Where the registers sit:
Scale bar: 50 um. Other sequential cells in the stronger gray, the rest of the logic in the fainter gray.
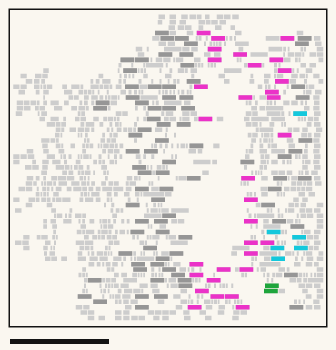
Placement density heat map:
16 x 16 tiles, from white (low) to dark blue (high), 0 to 100% covered.
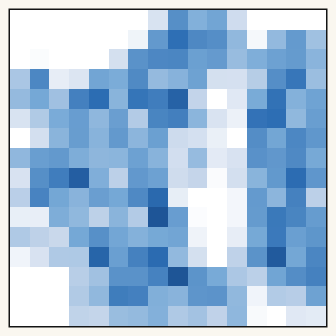
`config.mk`:
```
export PLATFORM = sky130hd
export DESIGN_NAME = dispatch_mq
export DESIGN_NICKNAME = d
export VERILOG_FILES = /design/src/rtl/dispatch_mq.sv
export SDC_FILE = /design/constraint.sdc
export NUM_CORES = 1
export LEC_CHECK = 0
export ABC_CLOCK_PERIOD_IN_PS = 4700
export CAP_MARGIN = 5
export CORE_UTILIZATION = 30
export CTS_BUF_LIST = sky130_fd_sc_hd__clkbuf_16
export DETAILED_ROUTE_END_ITERATION = 8
export PLACE_DENSITY = 0.62
export SYNTH_ARGS = -nofsm -noshare
export SYNTH_HDL_FRONTEND = slang
export SYNTH_SLANG_ARGS = --single-unit
export TNS_END_PERCENT = 50
```
`constraint.sdc`:
```
create_clock -name clk -period 4.7 [get_ports clk]
set_input_delay 0.94 -clock clk [delete_from_list [all_inputs] [get_ports clk]]
set_output_delay 0.94 -clock clk [all_outputs]
set_load 0.1 [all_outputs]
```
`src/rtl/dispatch_mq.sv`:
```
// Dispatch stage: decodes the IFQ head, renames its destination, and parks it in a
// single registered slot that drains into one of NUM_Q execution queues.
module dispatch_mq #(
  parameter int NUM_Q = 4,
  parameter int TAG_W = 6
) (
  input  logic              clk,
  input  logic              rst,
  input  logic [31:0]       ifq_inst,
  input  logic [31:0]       ifq_pc_out,
  input  logic              ifq_empty,
  output logic              ifq_rd_en,
  output logic [31:0]       ifq_jump_branch_addr,
  output logic              ifq_jump_branch_valid,
  input  logic [TAG_W-1:0]  tagfifo_tag,
  input  logic              tagfifo_empty,
  output logic              tagfifo_ren,
  output logic [4:0]        rs_addr,
  output logic [4:0]        rt_addr,
  input  logic [TAG_W-1:0]  rs_tag,
  input  logic [TAG_W-1:0]  rt_tag,
  input  logic              rs_pending,
  input  logic              rt_pending,
  output logic              rst_wen,
  output logic [4:0]        rst_waddr,
  output logic [TAG_W-1:0]  rst_wtag,
  input  logic              cdb_valid,
  input  logic              cdb_branch,
  input  logic              cdb_branch_taken,
  input  logic [TAG_W-1:0]  cdb_tag,
  output logic [31:0]       equeue_inst,
  output logic [TAG_W-1:0]  equeue_tag,
  output logic [TAG_W-1:0]  equeue_rstag,
  output logic [TAG_W-1:0]  equeue_rttag,
  output logic              equeue_rsvalid,
  output logic              equeue_rtvalid,
  output logic [NUM_Q-1:0]  equeue_en,
  input  logic [NUM_Q-1:0]  equeue_ready
);
  localparam logic [0:0] RUN     = 1'b0;
  localparam logic [0:0] BR_WAIT = 1'b1;

  localparam logic [1:0] Q_INT  = 2'd0;
  localparam logic [1:0] Q_LS   = 2'd1;
  localparam logic [1:0] Q_MULT = 2'd2;
  localparam logic [1:0] Q_DIV  = 2'd3;

  typedef struct packed {
    logic [31:0]      inst;
    logic [TAG_W-1:0] tag;
    logic [TAG_W-1:0] rstag;
    logic [TAG_W-1:0] rttag;
    logic             rsv;
    logic             rtv;
    logic [1:0]       q;
  } slot_t;

  logic [0:0]  state;
  logic        slot_vld;
  slot_t       slot, slot_in;
  logic [31:0] br_target;

  logic [5:0]  opcode, funct;
  logic        queued, is_branch, is_jump, has_dest;
  logic [1:0]  qsel;
  logic [4:0]  dest;
  logic        xfer, slot_free, accept, acc_q;
  logic [31:0] pc4, br_tgt, j_tgt;

  assign opcode  = ifq_inst[31:26];
  assign funct   = ifq_inst[5:0];
  assign rs_addr = ifq_inst[25:21];
  assign rt_addr = ifq_inst[20:16];

  always_comb begin
    queued    = 1'b0;
    is_branch = 1'b0;
    is_jump   = 1'b0;
    has_dest  = 1'b0;
    qsel      = Q_INT;
    dest      = 5'd0;
    case (opcode)
      6'h00: begin
        queued   = 1'b1;
        has_dest = 1'b1;
        dest     = ifq_inst[15:11];
        case (funct)
          6'h18, 6'h19: qsel = Q_MULT;
          6'h1A, 6'h1B: qsel = Q_DIV;
          default:      qsel = Q_INT;
        endcase
      end
      6'h08, 6'h09, 6'h0C, 6'h0D: begin
        queued   = 1'b1;
        has_dest = 1'b1;
        dest     = ifq_inst[20:16];
      end
      6'h23: begin
        queued   = 1'b1;
        has_dest = 1'b1;
        qsel     = Q_LS;
        dest     = ifq_inst[20:16];
      end
      6'h2B: begin
        queued = 1'b1;
        qsel   = Q_LS;
      end
      6'h04, 6'h05: begin
        queued    = 1'b1;
        is_branch = 1'b1;
      end
      6'h02:   is_jump = 1'b1;
      default: ;
    endcase
  end

  for (genvar gi = 0; gi < NUM_Q; gi++) begin : g_en
    assign equeue_en[gi] = slot_vld && (int'(slot.q) == gi);
  end

  assign xfer      = |(equeue_en & equeue_ready);
  assign slot_free = !slot_vld || xfer;
  // Jumps and illegal ops never take a tag, so only queued classes wait on the tag FIFO.
  assign accept    = !rst && (state == RUN) && !ifq_empty && slot_free &&
                     (!queued || !tagfifo_empty);
  assign acc_q     = accept && queued;

  assign ifq_rd_en   = accept;
  assign tagfifo_ren = acc_q;
  assign rst_wen     = acc_q && has_dest && (dest != 5'd0);
  assign rst_waddr   = dest;
  assign rst_wtag    = tagfifo_tag;

  assign pc4    = ifq_pc_out + 32'd4;
  assign br_tgt = pc4 + {{14{ifq_inst[15]}}, ifq_inst[15:0], 2'b00};
  assign j_tgt  = {pc4[31:28], ifq_inst[25:0], 2'b00};

  always_comb begin
    slot_in.inst  = ifq_inst;
    slot_in.tag   = tagfifo_tag;
    slot_in.rstag = rs_tag;
    slot_in.rttag = rt_tag;
    slot_in.rsv   = !rs_pending || (cdb_valid && (cdb_tag == rs_tag));
    slot_in.rtv   = !rt_pending || (cdb_valid && (cdb_tag == rt_tag));
    slot_in.q     = qsel;
  end

  assign equeue_inst    = slot.inst;
  assign equeue_tag     = slot.tag;
  assign equeue_rstag   = slot.rstag;
  assign equeue_rttag   = slot.rttag;
  assign equeue_rsvalid = slot.rsv;
  assign equeue_rtvalid = slot.rtv;

  always_ff @(posedge clk) begin
    if (rst) begin
      state                 <= RUN;
      slot_vld              <= 1'b0;
      slot                  <= '0;
      br_target             <= 32'd0;
      ifq_jump_branch_valid <= 1'b0;
      ifq_jump_branch_addr  <= 32'd0;
    end else begin
      ifq_jump_branch_valid <= 1'b0;
      if (accept && is_jump) begin
        ifq_jump_branch_valid <= 1'b1;
        ifq_jump_branch_addr  <= j_tgt;
      end
      if (acc_q && is_branch) begin
        state     <= BR_WAIT;
        br_target <= br_tgt;
      end else if (state == BR_WAIT && cdb_valid && cdb_branch) begin
        state <= RUN;
        if (cdb_branch_taken) begin
          ifq_jump_branch_valid <= 1'b1;
          ifq_jump_branch_addr  <= br_target;
        end
      end
      // A fresh load wins over draining; otherwise wake held operands from the CDB.
      if (acc_q) begin
        slot_vld <= 1'b1;
        slot     <= slot_in;
      end else if (xfer) begin
        slot_vld <= 1'b0;
      end else if (slot_vld && cdb_valid) begin
        if (cdb_tag == slot.rstag) slot.rsv <= 1'b1;
        if (cdb_tag == slot.rttag) slot.rtv <= 1'b1;
      end
    end
  end
endmodule

```
==> out/results.tsv <==
stage	metric	value	unit
outcome	status	finished clean	
timing	fin crit share	88.4	%
cells_and_area	fin cells	1437	
routing	via count	7296	
routing	DRC errors left	0	
clock_tree	Post-CTS Setup Bufs	0	
setup_path	WP data arrival	4.51	ns
power_and_ir_drop	ratio of total power to cell area	292	nW/um^2
clock_tree	CTS Sinks	121	
floorplanning	Core Region	24400	um^2
synthesis	Largest cells by area	dfxtp_1 (32%), nand2_1 (7.7%), buf_4 (6.7%)	
timing	RSZ-0062 raised after global routing	no	
clock_tree	Max H-tree Level	4	
power_and_ir_drop	Comb pwr share	21.3	%
placed_design	GP Congestion	0.904	
timing	setup TNS	0	ns
timing	Final Critical Period	4.15	ns
setup_path	WS Path Type	in2reg	
routing	Pre-antenna DRT Iters	5	
synthesis	main flop type	dfxtp_1	
timing	final max-slew violation count	0	
power_and_ir_drop	clock share of power	43.4	%
clock_tree	post-CTS resize count	0	
min_path	Worst Hold Class	reg2reg	
timing	Fmax	0.241	GHz
power_and_ir_drop	Peak VDD IR	0.000251	V
global_routing	antenna violations before repair	0	
synthesis	sequential element share of the synthesized area	32.4	%
global_routing	largest net degree at the start of global routing	82	
placed_design	DP HPWL	18.7	mm
run	Max Cap Viol	0	
floorplanning	io pins	214	
cells_and_area	number of diodes	0	
global_routing	vias in the first global route	6829	
setup_path	Required @ worst endpoint	5.06	ns
power_and_ir_drop	Seq pwr share	35.3	%
power_and_ir_drop	switch share	30.3	%
synthesis	post-synthesis cell type count	64	
routing	final wirelength	24.5	mm
synthesis	Synth area leader	dfxtp_1	
global_routing	global-route wire length before repair	38.2	mm
timing	slew margin rel.	27.5	%
floorplanning	Die Wd	160	um
synthesis	Post-synth ARST share	0	%
clock_tree	CTS root buffer	clkbuf_16	
timing	Hold WS	0.449	ns
clock_tree	clock transition at the registers of the reported paths	0.06	ns
clock_tree	CTS tree	built	
cells_and_area	Comb area	4310	um^2
timing	worst-margin pin slew	1.08	ns
synthesis	Post-synth regs	121	
power_and_ir_drop	Leakage Power	3.76	nW
synthesis	Mapped Area	7480	um^2
cells_and_area	Area growth, synth to finish	35.1	%
placed_design	Cells after DPL	1405	
power_and_ir_drop	Power Total	2.95	mW
synthesis	Syn Inst Count	958	
timing	Finish-stage setup viols	0	
cells_and_area	layout cell share with drive strength beyond 1	10.9	%
floorplanning	row count	57	
timing	clock skew	0.00798	ns
global_routing	GRT Total Usage	19.2	%
synthesis	mean area per synthesized cell	7.81	um^2
synthesis	EDFF count, synth	0	
setup_path	Worst setup SP type	primary input	
routing	routed len/inst	17.0	um
synthesis	Synth top area share	32.4	%
synthesis	Yosys Warn Count	0	
synthesis	yosys stat chip area	7480	um^2
cells_and_area	Filler cells	2511	
synthesis	floorplan net count	1091	
global_routing	total gr overflow	0	
clock_tree	Longest Clk Path Bufs	2	
clock_tree	hold_buf cts	0	
run	tool warnings	27	
floorplanning	Core Util at FP	30.7	%
placed_design	IO Port Bufs	213	
setup_path	Crit. End Element	flop	
timing	final hold vios	0	
synthesis	yosys cell count	958	
clock_tree	CTS Buf Count	17	
setup_path	crit path max fanout	6	
cells_and_area	most numerous logic cell after layout	clkdlybuf4s50_1	
floorplanning	Die H	160	um
power_and_ir_drop	Internal	2.05	mW
cells_and_area	Final nets	1233	
routing	Starting DRT DRC Count	558	
floorplanning	Die ar.	25600	um^2
cells_and_area	Top cells excl fill/tap	clkdlybuf4s50_1 (188), nand2_1 (153), dfxtp_1 (121)	
clock_tree	clk latency late pin	0.42	ns
routing	post-route ant nets	0	
power_and_ir_drop	Switch Pwr	0.892	mW
routing	Via-to-Cell Ratio	5.08	
Back to the opening pictures, 'where the registers sit':
| name in the netlist | color | placed flops |
|---|---|---|
| equeue_inst | magenta | 32 |
| equeue_tag | cyan | 6 |
| slot | green | 2 |
Register Area: 2420 um^2
flop share of the area: 24.0%
Seq power: 1.04 mW
Util after Layout: 41.4%

Back to the opening pictures, 'placement density heat map':
emptiest ninth of the die: upper left
nearly empty tiles: 16%
mean over tiles: 38%

## power groups by stage
| stage | Sequential, mW | Clock, mW | Combinational, mW |
|---|---|---|---|
| 2_1_floorplan | 1.07 | 0 | 0.392 |
| 3_3_place_gp | 1.06 | 0 | 0.623 |
| 3_5_place_dp | 1.06 | 0 | 0.622 |
| 4_1_cts | 1.04 | 1.31 | 0.625 |
| 5_1_grt | 1.04 | 1.36 | 0.674 |
| 6_report | 1.04 | 1.28 | 0.627 |
## per-layer routing
layer | vias to the layer above | GRT usage, % | share of wire (%)
li1 | 3624 | - | -
met1 | 3379 | 25.1 | 46
met2 | 264 | 31.2 | 46
met3 | 29 | 4.03 | 5.9
met4 | 0 | 6.75 | 2.3
met5 | - | 0 | 0
## registers in the layout, indices dropped and copies added, names as in the netlist
signal,cells
br_target,32
state,1
slot,2
equeue_inst,32
equeue_rttag,6
equeue_tag,6
equeue_rtvalid,1
equeue_rstag,6
ifq_jump_branch_addr,32
ifq_jump_branch_valid,1
equeue_rsvalid,1
slot_vld,1
## synth_stat cells (all sizes together) (5+ instances only)
| cell type | n |
|---|---|
| nand2 | 155 |
| dfxtp | 121 |
| nor2 | 99 |
| a21oi | 98 |
| buf | 88 |
| xnor2 | 44 |
| o21ai | 36 |
| ha | 31 |
| nand3 | 29 |
| clkbuf | 27 |
| o221a | 27 |
| nand4 | 22 |
| xor2 | 22 |
| nor3 | 20 |
| a21o | 15 |
| inv | 11 |
| a211oi | 10 |
| and3 | 9 |
| a31oi | 8 |
| o21a | 6 |
| a22o | 5 |
| or4 | 5 |
## cell families (layout without fill, tap and decap cells)
logic type	count (synthesis)	after routing	share of synthesized area [%]
and+or+nand+nor	371	371	22.3
AOI/OAI and AO/OA	237	237	21.3
buffers and inverters	126	281	9.97
DFF	121	121	32.4
xor gates and xnor gates	66	66	7.73
adders and majority gates	32	32	5.45
muxes	5	5	0.837
## worst max-delay path: stages
cell and delay [ns]:
clkdlybuf4s50_1 0.54, ha_1 0.21, nand3_1 0.19, nor3_1 0.30, buf_4 0.18, nand4_1 0.11, xnor2_1 0.16, ha_1 0.38
a21o_1 0.21, a211oi_1 0.10, o31a_1 0.28, o21ai_0 0.21, nor2_1 0.12, or4_1 0.49, nand3_1 0.09
## path summary, 6_finish.rpt
kind,from,endpoint,slack [ns],cells after the start
setup reg to reg,slot[0],ifq_jump_branch_addr[6],1.97,8
hold / removal,br_target[1],ifq_jump_branch_addr[1],0.45,2
hold reg to reg,br_target[1],ifq_jump_branch_addr[1],0.45,2
setup / recovery,ifq_pc_out[2],br_target[25],0.55,15
## area by class of cell
type	instances	share of cell area [%]
flip-flops and latches	121	24.0
multi-input cells	711	42.7
inverters	11	0.409
well taps	324	4.01
repair buffers	238	23.2
clock buffers	17	4.21
clock inverters	15	1.51
## metrics by stage
step	util (%)	area (um^2)	worst slack [ns]
4_1_cts	41.4	10100	0.570
3_3_place_gp	39.1	9530	0.228
5_1_grt	41.4	10100	0.214
3_5_place_dp	39.1	9530	0.141
2_1_floorplan	-	7480	0.106
6_report	41.4	10100	0.546
No activity file was given, so power comes from the tool's default toggle rates.
